Run 1, M2 wires:
Cells faint in the background.
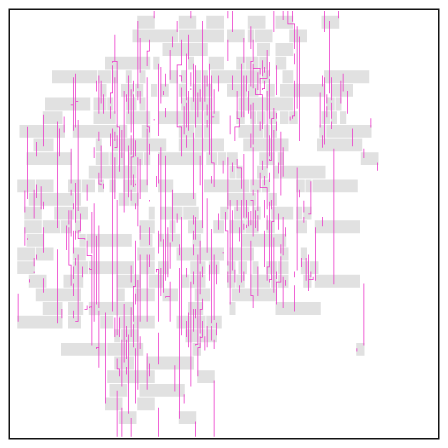
Run 1, where the registers sit:
Other sequential cells in the stronger gray, the rest of the logic in the fainter gray.
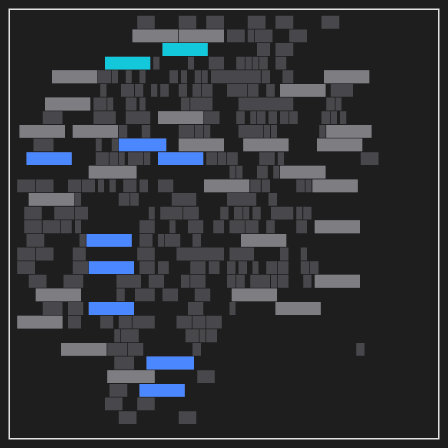
Run 1, congestion heat map:
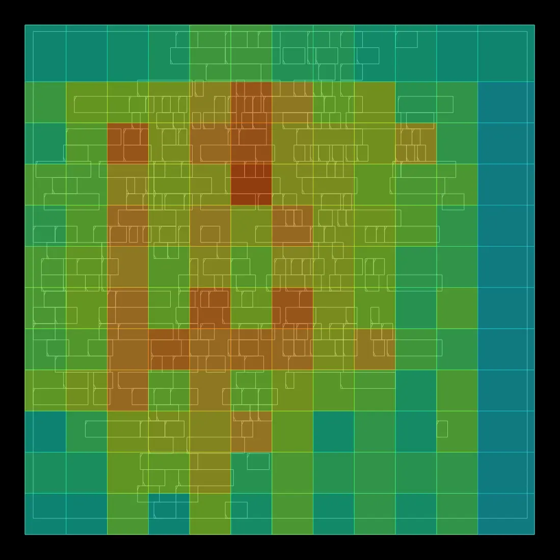
### config.mk
export PLATFORM = sky130hd
export DESIGN_NAME = cic_decim_ctrl
export DESIGN_NICKNAME = d
export VERILOG_FILES = /design/src/rtl/cic_decim_ctrl.sv
export SDC_FILE = /design/constraint.sdc
export NUM_CORES = 1
export LEC_CHECK = 0
export CAP_MARGIN = 20
export CORE_UTILIZATION = 30
export DETAILED_ROUTE_END_ITERATION = 6
export PLACE_DENSITY = 0.59
export SLEW_MARGIN = 20
export SYNTH_ARGS = -nofsm -noshare
export SYNTH_HDL_FRONTEND = slang
export SYNTH_SLANG_ARGS = --single-unit
### constraint.sdc
create_clock -name clk -period 3.1 [get_ports clk]
set_clock_uncertainty 0.1 [all_clocks]
set_input_delay 0.775 -clock clk [delete_from_list [all_inputs] [get_ports clk]]
set_output_delay 0.775 -clock clk [all_outputs]
set_load 0.02 [all_outputs]
### src/rtl/cic_decim_ctrl.sv
// cic_decim_ctrl: sequencing controller for a CIC decimator (flush, warm-up, decimation strobes, output handshake)
module cic_decim_ctrl #(
  parameter int RATE_WIDTH   = 8,
  parameter int DEFAULT_RATE = 6,
  parameter int STAGES       = 2,
  parameter int FLUSH_CYCLES = 2
) (
  input  logic                  clk,
  input  logic                  rst_n,
  input  logic                  enabled,
  input  logic                  sample_valid,
  input  logic [RATE_WIDTH-1:0] cfg_rate,
  input  logic                  cfg_load,
  input  logic                  out_ready,
  output logic                  dp_clear,
  output logic                  integ_en,
  output logic                  comb_en,
  output logic                  out_valid,
  output logic                  overrun,
  output logic [RATE_WIDTH-1:0] active_rate,
  output logic [1:0]            state
);
  localparam logic [1:0] IDLE = 2'd0, FLUSH = 2'd1, SETTLE = 2'd2, RUN = 2'd3;
  localparam int WW = $clog2(STAGES + 2);
  localparam int FW = $clog2(FLUSH_CYCLES + 1);
  localparam logic [RATE_WIDTH-1:0] RST_RATE = (DEFAULT_RATE < 2) ? RATE_WIDTH'(2) : RATE_WIDTH'(DEFAULT_RATE);

  function automatic logic [RATE_WIDTH-1:0] clamp(input logic [RATE_WIDTH-1:0] r);
    return (r < RATE_WIDTH'(2)) ? RATE_WIDTH'(2) : r;
  endfunction

  logic [1:0]            state_q, state_d;
  logic [RATE_WIDTH-1:0] smp_cnt_q, smp_cnt_d;
  logic [WW-1:0]         warm_cnt_q, warm_cnt_d;
  logic [FW-1:0]         flush_cnt_q, flush_cnt_d;
  logic [RATE_WIDTH-1:0] pending_rate_q, pending_rate_d;
  logic [RATE_WIDTH-1:0] active_rate_q, active_rate_d;
  logic                  rate_change_q, rate_change_d;
  logic                  drain_q, drain_d;
  logic                  dp_clear_q, dp_clear_d;
  logic                  integ_en_q, integ_en_d;
  logic                  comb_en_q, comb_en_d;
  logic                  out_valid_q, out_valid_d;
  logic                  overrun_q, overrun_d;
  logic                  wrap;

  assign wrap = smp_cnt_q == active_rate_q - RATE_WIDTH'(1);

  always_comb begin
    state_d        = state_q;
    smp_cnt_d      = smp_cnt_q;
    warm_cnt_d     = warm_cnt_q;
    flush_cnt_d    = flush_cnt_q;
    pending_rate_d = pending_rate_q;
    active_rate_d  = active_rate_q;
    rate_change_d  = rate_change_q;
    out_valid_d    = out_valid_q;
    overrun_d      = overrun_q;
    drain_d        = 1'b0;
    dp_clear_d     = 1'b0;
    integ_en_d     = 1'b0;
    comb_en_d      = 1'b0;
    if (cfg_load) begin
      pending_rate_d = clamp(cfg_rate);
      overrun_d      = 1'b0;
    end
    if (!enabled) begin
      state_d       = IDLE;
      smp_cnt_d     = '0;
      warm_cnt_d    = '0;
      flush_cnt_d   = '0;
      out_valid_d   = 1'b0;
      overrun_d     = 1'b0;
      rate_change_d = 1'b0;
      active_rate_d = cfg_load ? clamp(cfg_rate) : active_rate_q;
    end else if (state_q == IDLE) begin
      active_rate_d = cfg_load ? clamp(cfg_rate) : active_rate_q;
      state_d       = FLUSH;
      dp_clear_d    = 1'b1;
      flush_cnt_d   = '0;
    end else if (state_q == FLUSH) begin
      smp_cnt_d   = '0;
      warm_cnt_d  = '0;
      out_valid_d = 1'b0;
      if (flush_cnt_q == FW'(FLUSH_CYCLES - 1)) begin
        state_d       = SETTLE;
        active_rate_d = pending_rate_d;
        rate_change_d = 1'b0;
      end else begin
        flush_cnt_d = flush_cnt_q + 1'b1;
        dp_clear_d  = 1'b1;
      end
    end else if (drain_q || (state_q == SETTLE && comb_en_q && rate_change_q)) begin
      // rate change: the frame just strobed has been presented (RUN) or discarded (SETTLE)
      state_d     = FLUSH;
      dp_clear_d  = 1'b1;
      flush_cnt_d = '0;
      smp_cnt_d   = '0;
      warm_cnt_d  = '0;
      out_valid_d = 1'b0;
    end else begin
      rate_change_d = rate_change_q | cfg_load;
      if (sample_valid) begin
        integ_en_d = 1'b1;
        comb_en_d  = wrap;
        smp_cnt_d  = wrap ? '0 : smp_cnt_q + 1'b1;
      end
      if (state_q == RUN) begin
        out_valid_d = comb_en_q | (out_valid_q & ~out_ready);
        overrun_d   = overrun_d | (comb_en_q & out_valid_q & ~out_ready);
        drain_d     = comb_en_q & rate_change_q;
      end else if (comb_en_q) begin
        // the strobe after STAGES discarded ones is the first real output
        state_d     = (warm_cnt_q == WW'(STAGES)) ? RUN : SETTLE;
        out_valid_d = warm_cnt_q == WW'(STAGES);
        warm_cnt_d  = (warm_cnt_q == WW'(STAGES)) ? warm_cnt_q : warm_cnt_q + 1'b1;
      end
    end
  end

  always_ff @(posedge clk or negedge rst_n) begin
    if (!rst_n) begin
      state_q        <= IDLE;
      smp_cnt_q      <= '0;
      warm_cnt_q     <= '0;
      flush_cnt_q    <= '0;
      pending_rate_q <= RST_RATE;
      active_rate_q  <= RST_RATE;
      rate_change_q  <= 1'b0;
      drain_q        <= 1'b0;
      dp_clear_q     <= 1'b0;
      integ_en_q     <= 1'b0;
      comb_en_q      <= 1'b0;
      out_valid_q    <= 1'b0;
      overrun_q      <= 1'b0;
    end else begin
      state_q        <= state_d;
      smp_cnt_q      <= smp_cnt_d;
      warm_cnt_q     <= warm_cnt_d;
      flush_cnt_q    <= flush_cnt_d;
      pending_rate_q <= pending_rate_d;
      active_rate_q  <= active_rate_d;
      rate_change_q  <= rate_change_d;
      drain_q        <= drain_d;
      dp_clear_q     <= dp_clear_d;
      integ_en_q     <= integ_en_d;
      comb_en_q      <= comb_en_d;
      out_valid_q    <= out_valid_d;
      overrun_q      <= overrun_d;
    end
  end

  assign dp_clear    = dp_clear_q;
  assign integ_en    = integ_en_q;
  assign comb_en     = comb_en_q;
  assign out_valid   = out_valid_q;
  assign overrun     = overrun_q;
  assign active_rate = active_rate_q;
  assign state       = state_q;
endmodule

==> report_table.html, run 1 <==
<p>Metrics extracted from the flow reports.</p>
<table>
<tr><th>Metric</th><th>Value</th></tr>
<tr><th colspan="2">GRT</th></tr>
<tr><td>Initial antenna violation count</td><td>0</td></tr>
<tr><td>Wire length of the first global-routing pass</td><td>8.05 mm</td></tr>
<tr><td>Overall overflow remaining after global route</td><td>0</td></tr>
<tr><td>Maximum number of pins on one net before global-route repair</td><td>38</td></tr>
<tr><td>Met3 track utilization from global routing</td><td>0.0311</td></tr>
<tr><td>Via count of the first global-routing pass</td><td>1,589</td></tr>
<tr><th colspan="2">Placed design</th></tr>
<tr><td>Detailed Place HPWL</td><td>3.35 mm</td></tr>
<tr><td>Post-placement cell area</td><td>2420 µm²</td></tr>
<tr><td>Post-Place Cells</td><td>315</td></tr>
<tr><td>Routability congestion estimate from global placement</td><td>0.803</td></tr>
<tr><td>Pre-CTS setup slack</td><td>0.243 ns</td></tr>
<tr><td>Buffers on Ports</td><td>28</td></tr>
<tr><th colspan="2">Routing</th></tr>
<tr><td>Met1 Routed Length</td><td>2.16 mm</td></tr>
<tr><td>Residual antenna-violating net count after detailed routing</td><td>0</td></tr>
<tr><td>Met3 layer wire length in the routed design</td><td>188 µm</td></tr>
<tr><td>Highest Signal Layer</td><td>met4</td></tr>
<tr><td>1st-pass router iterations</td><td>4</td></tr>
<tr><td>Via density per instance</td><td>5.11</td></tr>
<tr><td>Detailed router's first-iteration violation count</td><td>165</td></tr>
<tr><td>Detail-routed net length per standard cell</td><td>14.2 µm</td></tr>
<tr><td>DR DRC count</td><td>0</td></tr>
<tr><td>Met2 WL</td><td>2.20 mm</td></tr>
<tr><th colspan="2">Logic synthesis</th></tr>
<tr><td>Synthesis area per yosys</td><td>2090 µm²</td></tr>
<tr><td>Flip-flops with a built-in enable</td><td>0</td></tr>
<tr><td>Post-synthesis register bit count</td><td>37</td></tr>
<tr><td>Number of distinct standard cells referenced by the synthesized netlist</td><td>58</td></tr>
<tr><td>Number of standard cells reported by yosys</td><td>213</td></tr>
<tr><td>Adder Area Share</td><td>0.0240</td></tr>
<tr><td>Synth Seq Share</td><td>0.446</td></tr>
<tr><td>Number of nets at floorplan</td><td>231</td></tr>
<tr><td>Per-instance average area after synthesis</td><td>9.80 µm²</td></tr>
<tr><td>Complex-gate fraction of the synthesized area</td><td>0.192</td></tr>
<tr><td>Summed instance area of the synthesized netlist</td><td>2090 µm²</td></tr>
<tr><td>Comb area leader</td><td>simple AND/OR/NAND/NOR gates</td></tr>
<tr><td>Parity-gate share of the synthesized area counting xor and xnor cells</td><td>0.0420</td></tr>
<tr><td>Post-Syn Instances</td><td>213</td></tr>
<tr><td>Number of warnings reported in the yosys synthesis log</td><td>0</td></tr>
<tr><td>Share of synthesized registers carrying an async set or reset</td><td>1.00</td></tr>
<tr><td>Mux cell area share</td><td>0.0378</td></tr>
<tr><td>Most used flip-flop cell after synthesis</td><td>sky130_fd_sc_hd__dfrtp_1</td></tr>
<tr><td>Basic Gates by Area</td><td>0.208</td></tr>
<tr><th colspan="2">STA</th></tr>
<tr><td>Highest clock frequency the design can meet</td><td>0.389 GHz</td></tr>
<tr><td>Final worst slack</td><td>0.528 ns</td></tr>
<tr><td>Final Hold Violating Endpoints</td><td>0</td></tr>
<tr><td>Slew HR</td><td>0.442</td></tr>
<tr><td>Sum Neg Setup Slack</td><td>0 ns</td></tr>
<tr><td>Slew @ Worst Pin</td><td>0.838 ns</td></tr>
<tr><td>Hold slack final</td><td>0.380 ns</td></tr>
<tr><td>Tmin final</td><td>2.57 ns</td></tr>
<tr><td>Cycle use final</td><td>0.830</td></tr>
<tr><td>Unrepaired setup endpoints after global routing</td><td>no</td></tr>
<tr><td>Setup-violating endpoint count in the final report</td><td>0</td></tr>
<tr><td>Final count of pins violating max slew</td><td>0</td></tr>
<tr><th colspan="2">Worst setup path</th></tr>
<tr><td>Reg2reg setup slack</td><td>0.66 ns</td></tr>
<tr><td>Setup crit start kind</td><td>input pin</td></tr>
<tr><td>Slowest cell delay on critical path</td><td>0.48 ns</td></tr>
<tr><td>Endpoint of the most critical setup path</td><td>smp_cnt_q[2]$_DFFE_PN0P_</td></tr>
<tr><td>Kind of critical path</td><td>in -&gt; reg</td></tr>
<tr><td>Crit Path Max Fanout</td><td>16</td></tr>
<tr><td>Standard cell with the maximum stage delay on the critical path</td><td>sky130_fd_sc_hd__clkdlybuf4s50_1</td></tr>
<tr><td>Sort of element at the end of the critical path</td><td>flop</td></tr>
<tr><td>Crit path cell chain</td><td>clkdlybuf4s50_1 &gt; inv_1 &gt; a2111o_1 &gt; o21ai_2 &gt; nor3b_1 &gt; nand3_1 &gt; o311ai_2</td></tr>
<tr><td>R2R Path Start</td><td>state[1]$_DFFE_PN0P_</td></tr>
<tr><td>Worst Path Required</td><td>3.15 ns</td></tr>
<tr><td>Critical R2R Capture</td><td>smp_cnt_q[2]$_DFFE_PN0P_</td></tr>
<tr><td>Data arrival time of the worst path</td><td>2.63 ns</td></tr>
<tr><td>Register-to-Register Path Depth</td><td>6</td></tr>
<tr><td>Launch point of the critical path</td><td>enabled</td></tr>
<tr><th colspan="2">Min path</th></tr>
<tr><td>Hold depth</td><td>2</td></tr>
<tr><td>Hold/Removal Path Class</td><td>reg -&gt; reg</td></tr>
<tr><th colspan="2">Layout</th></tr>
<tr><td>Top Layout Cells</td><td>sky130_fd_sc_hd__dfrtp_1 (33), sky130_fd_sc_hd__clkdlybuf4s50_1 (27), sky130_fd_sc_hd__nand2_1 (23)</td></tr>
<tr><td>Fraction of layout cells with a size suffix above 1</td><td>0.144</td></tr>
<tr><td>Final standard cell count with taps included and fillers excluded</td><td>323</td></tr>
<tr><td>Highest-count logic cell in the final layout</td><td>sky130_fd_sc_hd__dfrtp_1</td></tr>
<tr><td>NumNets Final</td><td>260</td></tr>
<tr><td>Number of inserted diodes</td><td>0</td></tr>
<tr><td>Synthesis-to-finish area growth</td><td>21.3%</td></tr>
<tr><td>Area of all placed cells without fillers</td><td>2530 µm²</td></tr>
<tr><th colspan="2">Job</th></tr>
<tr><td>Max Cap Violations</td><td>0</td></tr>
<tr><td>Log Warnings</td><td>26</td></tr>
<tr><th colspan="2">Clock tree</th></tr>
<tr><td>Buffer levels on the longest clock path</td><td>2</td></tr>
<tr><td>Insertion delay at the late pin of the worst-skew pair</td><td>0.30 ns</td></tr>
<tr><td>Clock tree from TritonCTS</td><td>done</td></tr>
<tr><td>Cell chosen for the clock root</td><td>sky130_fd_sc_hd__clkbuf_8</td></tr>
<tr><td>H-tree Lvls</td><td>2</td></tr>
<tr><td>Inserted Clock Buffers</td><td>5</td></tr>
<tr><td>Clock-pin transition on the worst setup and hold timing paths</td><td>0.08 ns</td></tr>
<tr><td>Number of setup buffers added after CTS</td><td>0</td></tr>
<tr><td>Number of clock sinks</td><td>37</td></tr>
<tr><td>Post-CTS Resized</td><td>0</td></tr>
<tr><td>Cts hold-fix bufs</td><td>0</td></tr>
<tr><th colspan="2">Run status</th></tr>
<tr><td>Run status</td><td>complete, no violations</td></tr>
<tr><th colspan="2">Floorplan</th></tr>
<tr><td>Core area</td><td>6760 µm²</td></tr>
<tr><td>Die Span Y</td><td>85.4 µm</td></tr>
<tr><td>Init Core Util</td><td>0.309</td></tr>
<tr><td>Top Ports</td><td>29</td></tr>
<tr><td>Die X</td><td>85.4 µm</td></tr>
<tr><td>Floorplan die area</td><td>7290 µm²</td></tr>
<tr><td>Total number of placement rows</td><td>30</td></tr>
<tr><th colspan="2">Power</th></tr>
<tr><td>Total power of the final layout</td><td>1330 µW</td></tr>
<tr><td>Power per cell area</td><td>526 nW/µm²</td></tr>
<tr><td>Worst-case vdd ir drop</td><td>234 µV</td></tr>
<tr><td>Reported leakage power</td><td>0.00110 µW</td></tr>
</table>
About 'M2 wires':
The longest straight run is 41.1 µm. The layer holds 48% of the routed length. The wires run mostly vertical. The layer carries 2,200 µm of wire.
final wirelength: 4.57 mm
met2 global-route usage: 0.221
overall via count from detail_route: 1,649

About 'where the registers sit':
Key: state = cyan [flops 2]; active_rate = blue [flops 8]

About 'congestion heat map':
layer with the highest usage after global routing: met2
final cell utilization of the core: 0.375
fraction of met1 tracks used by global routing: 0.193
GRT Total Usage: 0.140

==> run 1: report_power, final <==
part	leakage, µW	internal (µW)	total [µW]	switching [µW]
registers	0.000476	527	580	53.3
clock network	0.0000585	241	429	188
logic	0.000563	154	321	168
==> run 1: critical path, delay by kind of cell <==
kind,cells,cell delay [ns]
AOI/OAI and AO/OA,3,1.02
buffers and inverters,2,0.59
and+or+nand+nor,2,0.24
==> run 1: Yosys cell counts (3+ instances only) <==
| master | number | share of area |
|---|---|---|
| sky130_fd_sc_hd__dfrtp_1 | 33 | 0.40 |
| sky130_fd_sc_hd__nand2_1 | 23 | 0.041 |
| sky130_fd_sc_hd__nor2_1 | 13 | 0.023 |
| sky130_fd_sc_hd__inv_1 | 12 | 0.022 |
| sky130_fd_sc_hd__o21ai_0 | 12 | 0.029 |
| sky130_fd_sc_hd__nand3_1 | 10 | 0.024 |
| sky130_fd_sc_hd__a21oi_1 | 8 | 0.019 |
| sky130_fd_sc_hd__mux2_2 | 7 | 0.038 |
| sky130_fd_sc_hd__o21ai_1 | 7 | 0.017 |
| sky130_fd_sc_hd__xnor2_1 | 7 | 0.029 |
| sky130_fd_sc_hd__nor3_1 | 6 | 0.014 |
| sky130_fd_sc_hd__a21o_1 | 5 | 0.018 |
| sky130_fd_sc_hd__and3_1 | 5 | 0.015 |
| sky130_fd_sc_hd__a22o_1 | 4 | 0.017 |
| sky130_fd_sc_hd__dfstp_2 | 4 | 0.050 |
| sky130_fd_sc_hd__ha_1 | 4 | 0.024 |
| sky130_fd_sc_hd__nor4_1 | 4 | 0.012 |
| sky130_fd_sc_hd__clkbuf_1 | 3 | 0.0054 |
| sky130_fd_sc_hd__xor2_1 | 3 | 0.013 |
==> run 1: flip-flops by register name (all words and copies together), names as in the netlist <==
signal / cells
integ_en: 1
pending_rate_q: 8
out_valid: 1
dp_clear: 1
drain_q: 1
overrun: 1
warm_cnt_q: 2
flush_cnt_q: 2
rate_change_q: 1
state: 2
active_rate: 8
smp_cnt_q: 8
comb_en: 1
==> run 1: final cells by class <==
cell class                 count  area (µm²)
clock buffer                   5        68.8
clock inverter                 3        43.8
fill                         701        4230
inverter                      12        45.0
multi-input combinational    156        1050
sequential                    37         931
tap                           80         100
timing repair buffer          30         290
==> run 1: how the worst min path moves through the flow <==
| stage | start | endpoint | slack (ns) |
|---|---|---|---|
| floorplan | pending_rate_q[0]$_DFF_PN0_ | pending_rate_q[0]$_DFF_PN0_ | 0.34 |
| global placement | pending_rate_q[0]$_DFF_PN0_ | pending_rate_q[0]$_DFF_PN0_ | 0.36 |
| detailed placement | pending_rate_q[0]$_DFF_PN0_ | pending_rate_q[0]$_DFF_PN0_ | 0.36 |
| CTS | pending_rate_q[0]$_DFF_PN0_ | pending_rate_q[0]$_DFF_PN0_ | 0.39 |
| global route | flush_cnt_q[0]$_DFFE_PN0P_ | flush_cnt_q[0]$_DFFE_PN0P_ | 0.41 |
| finish | pending_rate_q[0]$_DFF_PN0_ | pending_rate_q[0]$_DFF_PN0_ | 0.38 |
Run 1, M1 wires:
Supply wires on this layer in gray. Cells faint in the background.
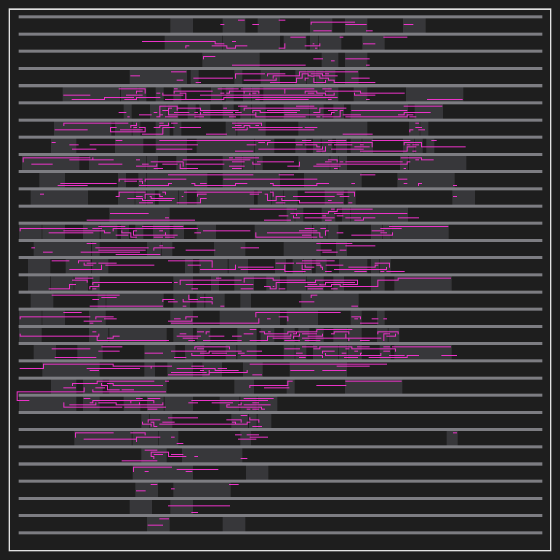

--- run 2 (diff from run 1) ---
==> constraint.sdc (replaced) <==
create_clock -name clk -period 2.4 [get_ports clk]
set_clock_uncertainty 0.1 [all_clocks]
set_input_delay 0.6 -clock clk [delete_from_list [all_inputs] [get_ports clk]]
set_output_delay 0.6 -clock clk [all_outputs]
set_load 0.02 [all_outputs]
Run 2, M1 wires:
Supply wires on this layer in gray. Cells faint in the background.
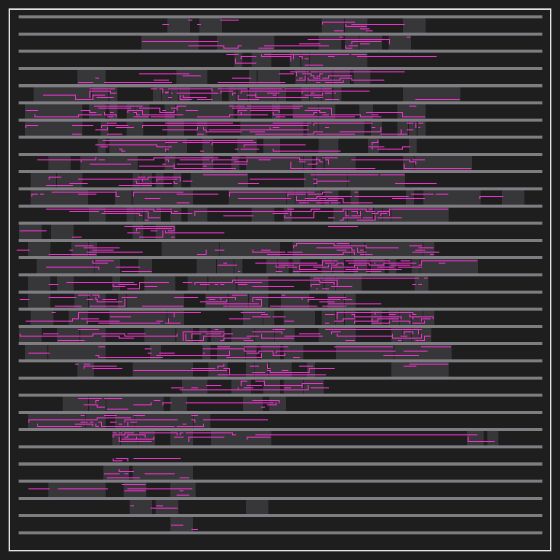
The layer holds 50% of the routed length. 241 nets have wire on it. The layer carries 2,410 µm of wire. The wires run mostly horizontal. The longest straight run is 35.0 µm.

==> report_table.html, run 2 <==
<p>Metrics extracted from the flow reports.</p>
<table>
<tr><th>Metric</th><th>Value</th></tr>
<tr><th colspan="2">Logic synthesis</th></tr>
<tr><td>Per-instance average area after synthesis</td><td>9.80 µm² (unchanged)</td></tr>
<tr><td>Post-synthesis register bit count</td><td>37 (unchanged)</td></tr>
<tr><td>Number of nets at floorplan</td><td>231 (unchanged)</td></tr>
<tr><td>Synthesis area per yosys</td><td>2090 µm² (unchanged)</td></tr>
<tr><td>Number of warnings reported in the yosys synthesis log</td><td>0 (unchanged)</td></tr>
<tr><td>Top cells by count, synth</td><td>sky130_fd_sc_hd__dfrtp_1 (33), sky130_fd_sc_hd__nand2_1 (23), sky130_fd_sc_hd__nor2_1 (13) (unchanged)</td></tr>
<tr><td>Most used flip-flop cell after synthesis</td><td>sky130_fd_sc_hd__dfrtp_1 (unchanged)</td></tr>
<tr><td>Post-Syn Instances</td><td>213 (unchanged)</td></tr>
<tr><td>Top cell type by total area after synthesis</td><td>sky130_fd_sc_hd__dfrtp_1 (unchanged)</td></tr>
<tr><td>Number of standard cells reported by yosys</td><td>213 (unchanged)</td></tr>
<tr><td>Top cells by area in the synthesized netlist</td><td>sky130_fd_sc_hd__dfrtp_1 (40%), sky130_fd_sc_hd__dfstp_2 (5.0%), sky130_fd_sc_hd__nand2_1 (4.1%) (unchanged)</td></tr>
<tr><td>Share of synthesized registers carrying an async set or reset</td><td>1.00 (unchanged)</td></tr>
<tr><td>Flip-flops with a built-in enable</td><td>0 (unchanged)</td></tr>
<tr><td>Top cell type by instance count after synthesis</td><td>sky130_fd_sc_hd__dfrtp_1 (unchanged)</td></tr>
<tr><td>Summed instance area of the synthesized netlist</td><td>2090 µm² (unchanged)</td></tr>
<tr><td>Synth Seq Share</td><td>0.446 (unchanged)</td></tr>
<tr><td>Number of distinct standard cells referenced by the synthesized netlist</td><td>58 (unchanged)</td></tr>
<tr><td>Area share, top type</td><td>0.396 (unchanged)</td></tr>
<tr><th colspan="2">Power</th></tr>
<tr><td>Switching part of the total</td><td>0.312 (was 0.307)</td></tr>
<tr><td>Clock Power Share</td><td>0.294 (was 0.323)</td></tr>
<tr><td>Sequential group share of total power</td><td>0.425 (was 0.436)</td></tr>
<tr><td>P_sw</td><td>534 µW (was 409 µW)</td></tr>
<tr><td>Comb power frac</td><td>0.281 (was 0.241)</td></tr>
<tr><td>Worst-case vdd ir drop</td><td>324 µV (was 234 µV)</td></tr>
<tr><td>Power per cell area</td><td>652 nW/µm² (was 526 nW/µm²)</td></tr>
<tr><td>Reported leakage power</td><td>0.00116 µW (was 0.00110 µW)</td></tr>
<tr><td>Int Pwr</td><td>1180 µW (was 922 µW)</td></tr>
<tr><td>Total power of the final layout</td><td>1710 µW (was 1330 µW)</td></tr>
<tr><th colspan="2">Worst setup path</th></tr>
<tr><td>Data arrival time of the worst path</td><td>2.36 ns (was 2.63 ns)</td></tr>
<tr><td>Sum of buffers and inverters on the critical path</td><td>1 (was 2)</td></tr>
<tr><td>Kind of cell with the highest combined delay on the critical path</td><td>flip-flops (was AND-OR/OR-AND gates)</td></tr>
<tr><td>Standard cell with the maximum stage delay on the critical path</td><td>sky130_fd_sc_hd__dfstp_2 (was sky130_fd_sc_hd__clkdlybuf4s50_1)</td></tr>
<tr><td>Critical R2R Capture</td><td>smp_cnt_q[3]$_DFFE_PN0P_ (was smp_cnt_q[2]$_DFFE_PN0P_)</td></tr>
<tr><td>Reg2reg setup slack</td><td>0.13 ns (was 0.66 ns)</td></tr>
<tr><td>Slowest cell delay on critical path</td><td>0.57 ns (was 0.48 ns)</td></tr>
<tr><td>Register-to-Register Path Depth</td><td>8 (was 6)</td></tr>
<tr><td>Sort of element at the end of the critical path</td><td>flop (unchanged)</td></tr>
<tr><td>Kind of critical path</td><td>reg -&gt; reg (was in -&gt; reg)</td></tr>
<tr><td>Crit path cell chain</td><td>inv_1 &gt; ha_1 &gt; xor2_1 &gt; or3_2 &gt; nand3_2 &gt; o2111ai_4 &gt; a31oi_1 &gt; o22ai_1 (was clkdlybuf4s50_1 &gt; inv_1 &gt; a2111o_1 &gt; o21ai_2 &gt; nor3b_1 &gt; nand3_1 &gt; o311ai_2)</td></tr>
<tr><td>R2R Path Start</td><td>active_rate[1]$_DFFE_PN1P_ (was state[1]$_DFFE_PN0P_)</td></tr>
<tr><td>Crit Path Max Fanout</td><td>7 (was 16)</td></tr>
<tr><td>Worst Path Required</td><td>2.48 ns (was 3.15 ns)</td></tr>
<tr><td>Setup crit start kind</td><td>flop (was input pin)</td></tr>
<tr><td>Launch point of the critical path</td><td>active_rate[1]$_DFFE_PN1P_ (was enabled)</td></tr>
<tr><th colspan="2">STA</th></tr>
<tr><td>Sum Neg Setup Slack</td><td>0 ns (unchanged)</td></tr>
<tr><td>Tmin final</td><td>2.27 ns</td></tr>
<tr><td>Setup-violating endpoint count in the final report</td><td>0 (unchanged)</td></tr>
<tr><td>Highest clock frequency the design can meet</td><td>0.440 GHz</td></tr>
<tr><td>Slew HR</td><td>0.671 (was 0.442)</td></tr>
<tr><td>Final count of pins violating max slew</td><td>0 (unchanged)</td></tr>
<tr><td>Final Hold Violating Endpoints</td><td>0 (unchanged)</td></tr>
<tr><td>Cycle use final</td><td>0.948</td></tr>
<tr><td>Slew @ Worst Pin</td><td>0.493 ns (was 0.838 ns)</td></tr>
<tr><td>Unrepaired setup endpoints after global routing</td><td>no (unchanged)</td></tr>
<tr><th colspan="2">Clock tree</th></tr>
<tr><td>Inserted Clock Buffers</td><td>5 (unchanged)</td></tr>
<tr><td>H-tree Lvls</td><td>2 (unchanged)</td></tr>
<tr><td>Cell chosen for the clock root</td><td>sky130_fd_sc_hd__clkbuf_8 (unchanged)</td></tr>
<tr><td>Clock-pin transition on the worst setup and hold timing paths</td><td>0.08 ns (about the same)</td></tr>
<tr><td>Number of setup buffers added after CTS</td><td>0 (unchanged)</td></tr>
<tr><td>Cts hold-fix bufs</td><td>0 (unchanged)</td></tr>
<tr><td>Buffer levels on the longest clock path</td><td>2 (unchanged)</td></tr>
<tr><td>Insertion delay at the late pin of the worst-skew pair</td><td>0.30 ns (about the same)</td></tr>
<tr><td>Clock tree from TritonCTS</td><td>done (unchanged)</td></tr>
<tr><td>Number of clock sinks</td><td>37 (unchanged)</td></tr>
<tr><th colspan="2">Job</th></tr>
<tr><td>Max Cap Violations</td><td>0 (unchanged)</td></tr>
<tr><td>Log Warnings</td><td>26 (unchanged)</td></tr>
<tr><th colspan="2">Layout</th></tr>
<tr><td>Fraction of layout cells with a size suffix above 1</td><td>0.185 (was 0.144)</td></tr>
<tr><td>Final standard cell count with taps included and fillers excluded</td><td>334 (was 323)</td></tr>
<tr><td>Number of inserted diodes</td><td>0 (unchanged)</td></tr>
<tr><td>Top Layout Cells</td><td>sky130_fd_sc_hd__dfrtp_1 (33), sky130_fd_sc_hd__clkdlybuf4s50_1 (27), sky130_fd_sc_hd__nand2_1 (23) (unchanged)</td></tr>
<tr><td>Highest-count logic cell in the final layout</td><td>sky130_fd_sc_hd__dfrtp_1 (unchanged)</td></tr>
<tr><td>NumNets Final</td><td>271 (was 260)</td></tr>
<tr><td>Synthesis-to-finish area growth</td><td>25.7% (was 21.3%)</td></tr>
<tr><th colspan="2">Floorplan</th></tr>
<tr><td>Total number of placement rows</td><td>30 (unchanged)</td></tr>
<tr><td>Init Core Util</td><td>0.309 (unchanged)</td></tr>
<tr><td>Die X</td><td>85.4 µm (unchanged)</td></tr>
<tr><td>Die Span Y</td><td>85.4 µm (unchanged)</td></tr>
<tr><td>Floorplan die area</td><td>7290 µm² (unchanged)</td></tr>
<tr><td>Top Ports</td><td>29 (unchanged)</td></tr>
<tr><td>Core area</td><td>6760 µm² (unchanged)</td></tr>
<tr><th colspan="2">Placed design</th></tr>
<tr><td>Routability congestion estimate from global placement</td><td>0.817 (was 0.803)</td></tr>
<tr><td>Detailed Place HPWL</td><td>3.45 mm (was 3.35 mm)</td></tr>
<tr><td>Buffers on Ports</td><td>28 (unchanged)</td></tr>
<tr><td>Post-Place Cells</td><td>326 (was 315)</td></tr>
<tr><th colspan="2">GRT</th></tr>
<tr><td>GRT Total Usage</td><td>0.144 (was 0.140)</td></tr>
<tr><td>Overall overflow remaining after global route</td><td>0 (unchanged)</td></tr>
<tr><td>Wire length of the first global-routing pass</td><td>8.26 mm (was 8.05 mm)</td></tr>
<tr><td>Maximum number of pins on one net before global-route repair</td><td>38 (unchanged)</td></tr>
<tr><td>Initial antenna violation count</td><td>0 (unchanged)</td></tr>
<tr><td>Via count of the first global-routing pass</td><td>1,646 (was 1,589)</td></tr>
<tr><th colspan="2">Routing</th></tr>
<tr><td>Detailed router's first-iteration violation count</td><td>99 (was 165)</td></tr>
<tr><td>Final wirelength</td><td>4.80 mm (was 4.57 mm)</td></tr>
<tr><td>1st-pass router iterations</td><td>4 (unchanged)</td></tr>
<tr><td>Via density per instance</td><td>5.11 (about the same)</td></tr>
<tr><td>DR DRC count</td><td>0 (unchanged)</td></tr>
<tr><td>Overall via count from detail_route</td><td>1,707 (was 1,649)</td></tr>
<tr><td>Residual antenna-violating net count after detailed routing</td><td>0 (unchanged)</td></tr>
<tr><th colspan="2">Min path</th></tr>
<tr><td>Hold/Removal Path Class</td><td>in -&gt; async (was reg -&gt; reg)</td></tr>
<tr><th colspan="2">Run status</th></tr>
<tr><td>Run status</td><td>complete, no violations (unchanged)</td></tr>
</table>
Run 2, congestion heat map:
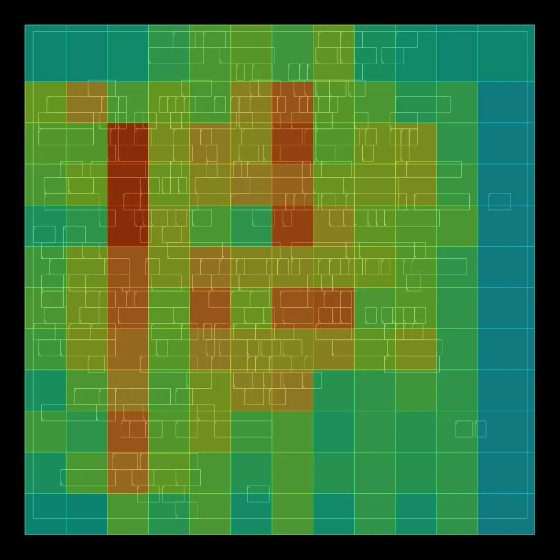
met3 track utilization from global routing: 0.0272
final cell utilization of the core: 0.388
detail-routed net length per standard cell: 14.4 µm
met2 global-route usage: 0.213
fraction of met1 tracks used by global routing: 0.209

run 2: per-layer routing:
metal,global-route usage,part of all wire,vias to the layer above
met2,0.213,0.45,36
met1,0.209,0.50,820
li1,-,-,845
met4,0.0500,0.015,0
met5,0,0,-
met3,0.0272,0.030,6
run 2: cell families (layout without fill, tap and decap cells):
family          count (synthesis)  after routing  synth area share
compound gates                 54             54             0.192
xor+xnor                       10             10            0.0420
fa+ha+maj                       4              4            0.0240
buf+inv                        20             61            0.0498
flops                          37             37             0.446
mux                             7              7            0.0378
simple gates                   81             81             0.208
run 2: timing repair:
item | 4_1_cts | 5_1_grt
hold endpoints to repair | 0 | 0
gates resized | 0 | 1
setup endpoints to repair | 0 | 1
run 2: stage by stage:
stage                     utilization  setup WS (ns)  area, µm²  hold WS, ns
final                           0.388          0.125       2620        0.253
after global routing            0.388        0.00660       2620        0.295
after detailed placement        0.372         0.0573       2510        0.379
after CTS                       0.388          0.108       2620        0.266
after global placement          0.372         0.0882       2510        0.357
after floorplan                     -         0.0960       2090        0.204
run 2: area by class of cell:
type | count | area [µm²]
Fill cell | 671 | 4130
Multi-Input combinational cell | 156 | 1060
Sequential cell | 37 | 931
Timing Repair Buffer | 41 | 385
Tap cell | 80 | 100
Clock buffer | 7 | 96.3
Inverter | 12 | 45.0
Clock inverter | 1 | 8.76
run 2: power groups by stage:
stage,Sequential (µW),Clock (µW),Combinational [µW]
global route,737,541,522
detailed placement,740,0,480
global placement,738,0,476
finish,728,504,480
floorplan,768,0,266
CTS,728,528,482
run 2: how the worst max path moves through the flow:
| stage | cells past startpoint | slack (ns) | end |
|---|---|---|---|
| after floorplan | 9 | 0.1 | smp_cnt_q[3]$_DFFE_PN0P_ |
| after global placement | 8 | 0.09 | smp_cnt_q[2]$_DFFE_PN0P_ |
| after detailed placement | 8 | 0.06 | smp_cnt_q[2]$_DFFE_PN0P_ |
| after CTS | 8 | 0.11 | smp_cnt_q[3]$_DFFE_PN0P_ |
| after global routing | 8 | 0.007 | smp_cnt_q[3]$_DFFE_PN0P_ |
| final | 8 | 0.13 | smp_cnt_q[3]$_DFFE_PN0P_ |
run 2: worst register-to-register path, delay by kind of cell, from the launching register on:
kind	cells	cell delay (ns)
XOR/XNOR	1	0.15
adder cells (fa/ha/maj)	1	0.24
buffers and inverters	1	0.07
AND/OR/NAND/NOR	2	0.53
flip-flops	1	0.57
AND-OR/OR-AND	3	0.51
Run 2, where the registers sit:
Other sequential cells in the stronger gray, the rest of the logic in the fainter gray.
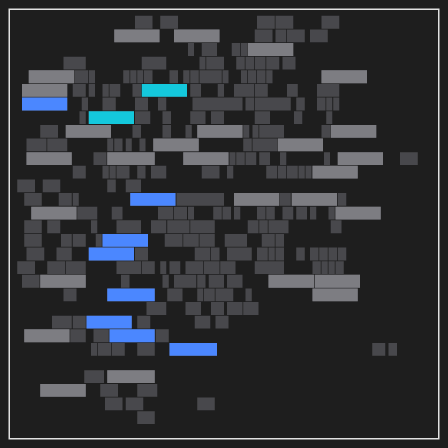

--- run 3 (diff from run 2) ---
--- a/config.mk
+++ b/config.mk
@@ -5,10 +5,11 @@
 export SDC_FILE = /design/constraint.sdc
 export NUM_CORES = 1
 export LEC_CHECK = 0
+export ABC_AREA = 1
 export CAP_MARGIN = 20
-export CORE_UTILIZATION = 30
+export CORE_UTILIZATION = 36
 export DETAILED_ROUTE_END_ITERATION = 6
-export PLACE_DENSITY = 0.59
+export PLACE_DENSITY = 0.67
 export SLEW_MARGIN = 20
 export SYNTH_ARGS = -nofsm -noshare
 export SYNTH_HDL_FRONTEND = slang
Run 3, where the registers sit:
Other sequential cells in the stronger gray, the rest of the logic in the fainter gray.
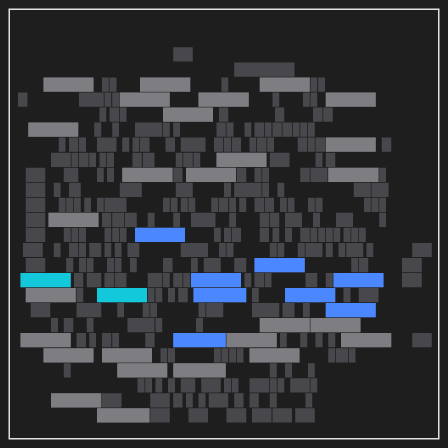
Key: state = cyan [flops 2]; active_rate = blue [flops 8]
Seq area share: 0.371
final cell utilization of the core: 0.456
Sequential Power: 966 µW

Run 3, M1 wires:
Supply wires on this layer in gray. Cells faint in the background.
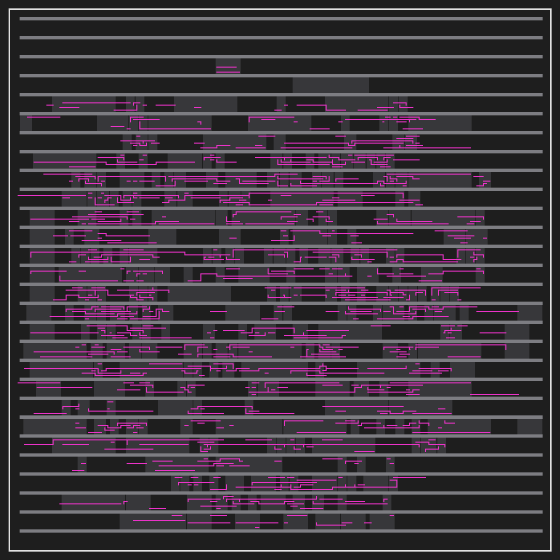
The layer holds 48% of the routed length. The layer carries 2,140 µm of wire. The longest straight run is 30.8 µm. The wires run mostly horizontal.

==> report_table.html, run 3 <==
<p>Metrics extracted from the flow reports.</p>
<table>
<tr><th>Metric</th><th>Value</th></tr>
<tr><th colspan="2">Clock tree</th></tr>
<tr><td>Inserted Clock Buffers</td><td>5 (unchanged)</td></tr>
<tr><td>Number of setup buffers added after CTS</td><td>0 (unchanged)</td></tr>
<tr><td>Number of clock sinks</td><td>37 (unchanged)</td></tr>
<tr><td>Post-CTS Resized</td><td>0 (unchanged)</td></tr>
<tr><td>Buffer levels on the longest clock path</td><td>2 (unchanged)</td></tr>
<tr><td>Cell chosen for the clock root</td><td>sky130_fd_sc_hd__clkbuf_8 (unchanged)</td></tr>
<tr><td>Insertion delay at the late pin of the worst-skew pair</td><td>0.29 ns (was 0.30 ns)</td></tr>
<tr><td>Cts hold-fix bufs</td><td>0 (unchanged)</td></tr>
<tr><td>Clock tree from TritonCTS</td><td>done (unchanged)</td></tr>
<tr><td>H-tree Lvls</td><td>2 (unchanged)</td></tr>
<tr><td>Clock-pin transition on the worst setup and hold timing paths</td><td>0.07 ns (was 0.08 ns)</td></tr>
<tr><th colspan="2">Floorplan</th></tr>
<tr><td>Die Span Y</td><td>77.4 µm (was 85.4 µm)</td></tr>
<tr><td>Die X</td><td>77.4 µm (was 85.4 µm)</td></tr>
<tr><td>Init Core Util</td><td>0.372 (was 0.309)</td></tr>
<tr><td>Total number of placement rows</td><td>27 (was 30)</td></tr>
<tr><td>Core area</td><td>5510 µm² (was 6760 µm²)</td></tr>
<tr><td>Top Ports</td><td>29 (unchanged)</td></tr>
<tr><td>Floorplan die area</td><td>5990 µm² (was 7290 µm²)</td></tr>
<tr><th colspan="2">Routing</th></tr>
<tr><td>Met2 WL</td><td>2.08 mm (was 2.18 mm)</td></tr>
<tr><td>DR DRC count</td><td>0 (unchanged)</td></tr>
<tr><td>Met1 Routed Length</td><td>2.14 mm (was 2.41 mm)</td></tr>
<tr><td>Detail-routed net length per standard cell</td><td>11.6 µm (was 14.4 µm)</td></tr>
<tr><td>Final wirelength</td><td>4.45 mm (was 4.80 mm)</td></tr>
<tr><td>1st-pass router iterations</td><td>4 (unchanged)</td></tr>
<tr><td>Highest Signal Layer</td><td>met4 (unchanged)</td></tr>
<tr><td>Overall via count from detail_route</td><td>1,830 (was 1,707)</td></tr>
<tr><td>Met3 layer wire length in the routed design</td><td>145 µm (was 146 µm)</td></tr>
<tr><td>Detailed router's first-iteration violation count</td><td>64 (was 99)</td></tr>
<tr><td>Residual antenna-violating net count after detailed routing</td><td>0 (unchanged)</td></tr>
<tr><td>Via density per instance</td><td>4.78 (was 5.11)</td></tr>
<tr><th colspan="2">Worst setup path</th></tr>
<tr><td>Slowest cell delay on critical path</td><td>0.62 ns (was 0.57 ns)</td></tr>
<tr><td>Crit Path Max Fanout</td><td>5 (was 7)</td></tr>
<tr><td>Sort of element at the end of the critical path</td><td>output pin (was flop)</td></tr>
<tr><td>Standard cell with the maximum stage delay on the critical path</td><td>sky130_fd_sc_hd__clkdlybuf4s50_1 (was sky130_fd_sc_hd__dfstp_2)</td></tr>
<tr><td>Sum of buffers and inverters on the critical path</td><td>1 (unchanged)</td></tr>
<tr><td>Data arrival time of the worst path</td><td>1.50 ns (was 2.36 ns)</td></tr>
<tr><td>R2R Path Start</td><td>active_rate[0]$_DFFE_PN0P_ (was active_rate[1]$_DFFE_PN1P_)</td></tr>
<tr><td>Crit path cell chain</td><td>clkdlybuf4s50_1 (was inv_1 &gt; ha_1 &gt; xor2_1 &gt; or3_2 &gt; nand3_2 &gt; o2111ai_4 &gt; a31oi_1 &gt; o22ai_1)</td></tr>
<tr><td>Setup crit start kind</td><td>flop (unchanged)</td></tr>
<tr><td>Worst Path Required</td><td>1.70 ns (was 2.48 ns)</td></tr>
<tr><td>Kind of critical path</td><td>reg -&gt; out (was reg -&gt; reg)</td></tr>
<tr><td>Kind of cell with the highest combined delay on the critical path</td><td>buffers and inverters (was flip-flops)</td></tr>
<tr><td>Launch point of the critical path</td><td>active_rate[2]$_DFFE_PN1P_ (was active_rate[1]$_DFFE_PN1P_)</td></tr>
<tr><th colspan="2">Layout</th></tr>
<tr><td>Synthesis-to-finish area growth</td><td>22.7% (was 25.7%)</td></tr>
<tr><td>Number of inserted diodes</td><td>0 (unchanged)</td></tr>
<tr><td>Highest-count logic cell in the final layout</td><td>sky130_fd_sc_hd__nand2_1 (was sky130_fd_sc_hd__dfrtp_1)</td></tr>
<tr><td>Top Layout Cells</td><td>sky130_fd_sc_hd__nand2_1 (95), sky130_fd_sc_hd__dfrtp_1 (33), sky130_fd_sc_hd__nor2_1 (29) (was sky130_fd_sc_hd__dfrtp_1 (33), sky130_fd_sc_hd__clkdlybuf4s50_1 (27), sky130_fd_sc_hd__nand2_1 (23))</td></tr>
<tr><td>Final standard cell count with taps included and fillers excluded</td><td>383 (was 334)</td></tr>
<tr><td>NumNets Final</td><td>328 (was 271)</td></tr>
<tr><td>Fraction of layout cells with a size suffix above 1</td><td>0.0932 (was 0.185)</td></tr>
<tr><th colspan="2">Logic synthesis</th></tr>
<tr><td>Flip-flops with a built-in enable</td><td>0 (unchanged)</td></tr>
<tr><td>Most used flip-flop cell after synthesis</td><td>sky130_fd_sc_hd__dfrtp_1 (unchanged)</td></tr>
<tr><td>Number of nets at floorplan</td><td>294 (was 231)</td></tr>
<tr><td>Post-Syn Instances</td><td>276 (was 213)</td></tr>
<tr><td>Per-instance average area after synthesis</td><td>7.42 µm² (was 9.80 µm²)</td></tr>
<tr><td>Top cells by area in the synthesized netlist</td><td>sky130_fd_sc_hd__dfrtp_1 (40%), sky130_fd_sc_hd__nand2_1 (17%), sky130_fd_sc_hd__nor2_1 (5.3%) (was sky130_fd_sc_hd__dfrtp_1 (40%), sky130_fd_sc_hd__dfstp_2 (5.0%), sky130_fd_sc_hd__nand2_1 (4.1%))</td></tr>
<tr><td>Number of standard cells reported by yosys</td><td>276 (was 213)</td></tr>
<tr><td>Share of synthesized registers carrying an async set or reset</td><td>1.00 (unchanged)</td></tr>
<tr><td>Top cells by count, synth</td><td>sky130_fd_sc_hd__nand2_1 (95), sky130_fd_sc_hd__dfrtp_1 (33), sky130_fd_sc_hd__nor2_1 (29) (was sky130_fd_sc_hd__dfrtp_1 (33), sky130_fd_sc_hd__nand2_1 (23), sky130_fd_sc_hd__nor2_1 (13))</td></tr>
<tr><td>Synth Seq Share</td><td>0.455 (was 0.446)</td></tr>
<tr><td>Top cell type by instance count after synthesis</td><td>sky130_fd_sc_hd__nand2_1 (was sky130_fd_sc_hd__dfrtp_1)</td></tr>
<tr><td>Synthesis area per yosys</td><td>2050 µm² (was 2090 µm²)</td></tr>
<tr><td>Summed instance area of the synthesized netlist</td><td>2050 µm² (was 2090 µm²)</td></tr>
<tr><td>Post-synthesis register bit count</td><td>37 (unchanged)</td></tr>
<tr><td>Top cell type by total area after synthesis</td><td>sky130_fd_sc_hd__dfrtp_1 (unchanged)</td></tr>
<tr><td>Number of warnings reported in the yosys synthesis log</td><td>0 (unchanged)</td></tr>
<tr><td>Area share, top type</td><td>0.403 (was 0.396)</td></tr>
<tr><td>Number of distinct standard cells referenced by the synthesized netlist</td><td>28 (was 58)</td></tr>
<tr><th colspan="2">STA</th></tr>
<tr><td>Setup-violating endpoint count in the final report</td><td>0 (unchanged)</td></tr>
<tr><td>Unrepaired setup endpoints after global routing</td><td>no (unchanged)</td></tr>
<tr><td>Sum Neg Setup Slack</td><td>0 ns (unchanged)</td></tr>
<tr><td>Final worst slack</td><td>0.197 ns (was 0.125 ns)</td></tr>
<tr><td>Final Hold Violating Endpoints</td><td>0 (unchanged)</td></tr>
<tr><td>Slew @ Worst Pin</td><td>0.834 ns (was 0.493 ns)</td></tr>
<tr><td>Cycle use final</td><td>0.918 (was 0.948)</td></tr>
<tr><td>Tmin final</td><td>2.20 ns (was 2.27 ns)</td></tr>
<tr><td>Final count of pins violating max slew</td><td>0 (unchanged)</td></tr>
<tr><td>Slew HR</td><td>0.444 (was 0.671)</td></tr>
<tr><td>Highest clock frequency the design can meet</td><td>0.454 GHz (was 0.440 GHz)</td></tr>
<tr><th colspan="2">GRT</th></tr>
<tr><td>Wire length of the first global-routing pass</td><td>8.22 mm (was 8.26 mm)</td></tr>
<tr><td>Overall overflow remaining after global route</td><td>0 (unchanged)</td></tr>
<tr><td>Via count of the first global-routing pass</td><td>1,960 (was 1,646)</td></tr>
<tr><td>GRT Total Usage</td><td>0.173 (was 0.144)</td></tr>
<tr><td>Maximum number of pins on one net before global-route repair</td><td>38 (unchanged)</td></tr>
<tr><td>Initial antenna violation count</td><td>0 (unchanged)</td></tr>
<tr><th colspan="2">Min path</th></tr>
<tr><td>Hold/Removal Path Class</td><td>in -&gt; async (unchanged)</td></tr>
<tr><th colspan="2">Power</th></tr>
<tr><td>Reported leakage power</td><td>0.00119 µW (was 0.00116 µW)</td></tr>
<tr><td>Power per cell area</td><td>1070 nW/µm² (was 652 nW/µm²)</td></tr>
<tr><td>Worst-case vdd ir drop</td><td>463 µV (was 324 µV)</td></tr>
<tr><th colspan="2">Placed design</th></tr>
<tr><td>Routability congestion estimate from global placement</td><td>0.886 (was 0.817)</td></tr>
<tr><td>Pre-CTS setup slack</td><td>0.0674 ns (was 0.0573 ns)</td></tr>
<tr><td>Detailed Place HPWL</td><td>3.39 mm (was 3.45 mm)</td></tr>
<tr><td>Buffers on Ports</td><td>28 (unchanged)</td></tr>
<tr><td>Post-Place Cells</td><td>375 (was 326)</td></tr>
<tr><th colspan="2">Job</th></tr>
<tr><td>Log Warnings</td><td>26 (unchanged)</td></tr>
<tr><td>Max Cap Violations</td><td>0 (unchanged)</td></tr>
<tr><th colspan="2">Run status</th></tr>
<tr><td>Run status</td><td>complete, no violations (unchanged)</td></tr>
</table>
run 3: cell type report:
cell class / count / area (µm²)
Clock inverter: 2 / 35.0
Sequential cell: 37 / 931
Inverter: 33 / 124
Fill cell: 573 / 2990
Multi-Input combinational cell: 204 / 977
Clock buffer: 6 / 72.6
Timing Repair Buffer: 29 / 283
Tap cell: 72 / 90.1
run 3: worst paths after layout:
| kind | slack [ns] | depth (start not counted) | endpoint |
|---|---|---|---|
| max | 0.20 | 1 | active_rate[2] |
| min | 0.31 | 1 | warm_cnt_q[1]$_DFFE_PN0P_ |
| max reg2reg | 0.36 | 11 | smp_cnt_q[3]$_DFFE_PN0P_ |
| min reg2reg | 0.37 | 2 | pending_rate_q[5]$_DFF_PN0_ |
| max in group asynchronous | 1.36 | 1 | smp_cnt_q[7]$_DFFE_PN0P_ |
| min in group clk | 0.37 | 2 | pending_rate_q[5]$_DFF_PN0_ |
run 3: cell families (layout without fill, tap and decap cells):
family / Yosys count / in the layout / share of synthesized area
AOI/OAI and AO/OA: 33 / 33 / 0.0929
xor gates and xnor gates: 8 / 8 / 0.0342
adders and majority gates: 4 / 4 / 0.0245
buffers and inverters: 35 / 70 / 0.0678
DFF: 37 / 37 / 0.455
and+or+nand+nor: 159 / 159 / 0.326
run 3: metrics by stage:
step	hold slack (ns)	instance area [µm²]	total power (µW)
after floorplan	0.204	2050	1770
after global placement	0.355	2400	2150
after detailed placement	0.360	2400	2180
after CTS	0.336	2510	2710
after global routing	0.386	2510	2920
final	0.309	2510	2690
run 3: where the power goes:
group,switching [µW],leakage (µW),internal (µW)
sequential,177,0.000469,789
combinational,714,0.000667,482
clock,220,0.0000552,308
run 3: per-layer routing:
metal,global-route usage,vias to the layer above
met5,0,-
met4,0.0679,0
met3,0.0365,9
met2,0.310,31
met1,0.199,836
li1,-,954

==> notes/layouts.md <==
Pictures saved along the way, in no particular order.

Port wiring.
Bar = 20 µm.
picture 1
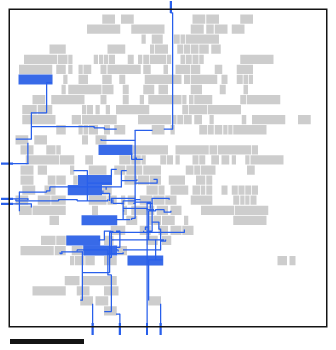
picture 2
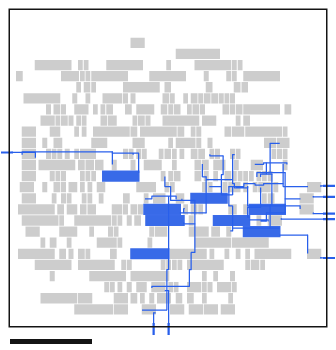
run 3: picture 2
run 2: picture 1
- largest die: picture 1

Power is estimated from default activity; no workload was simulated.
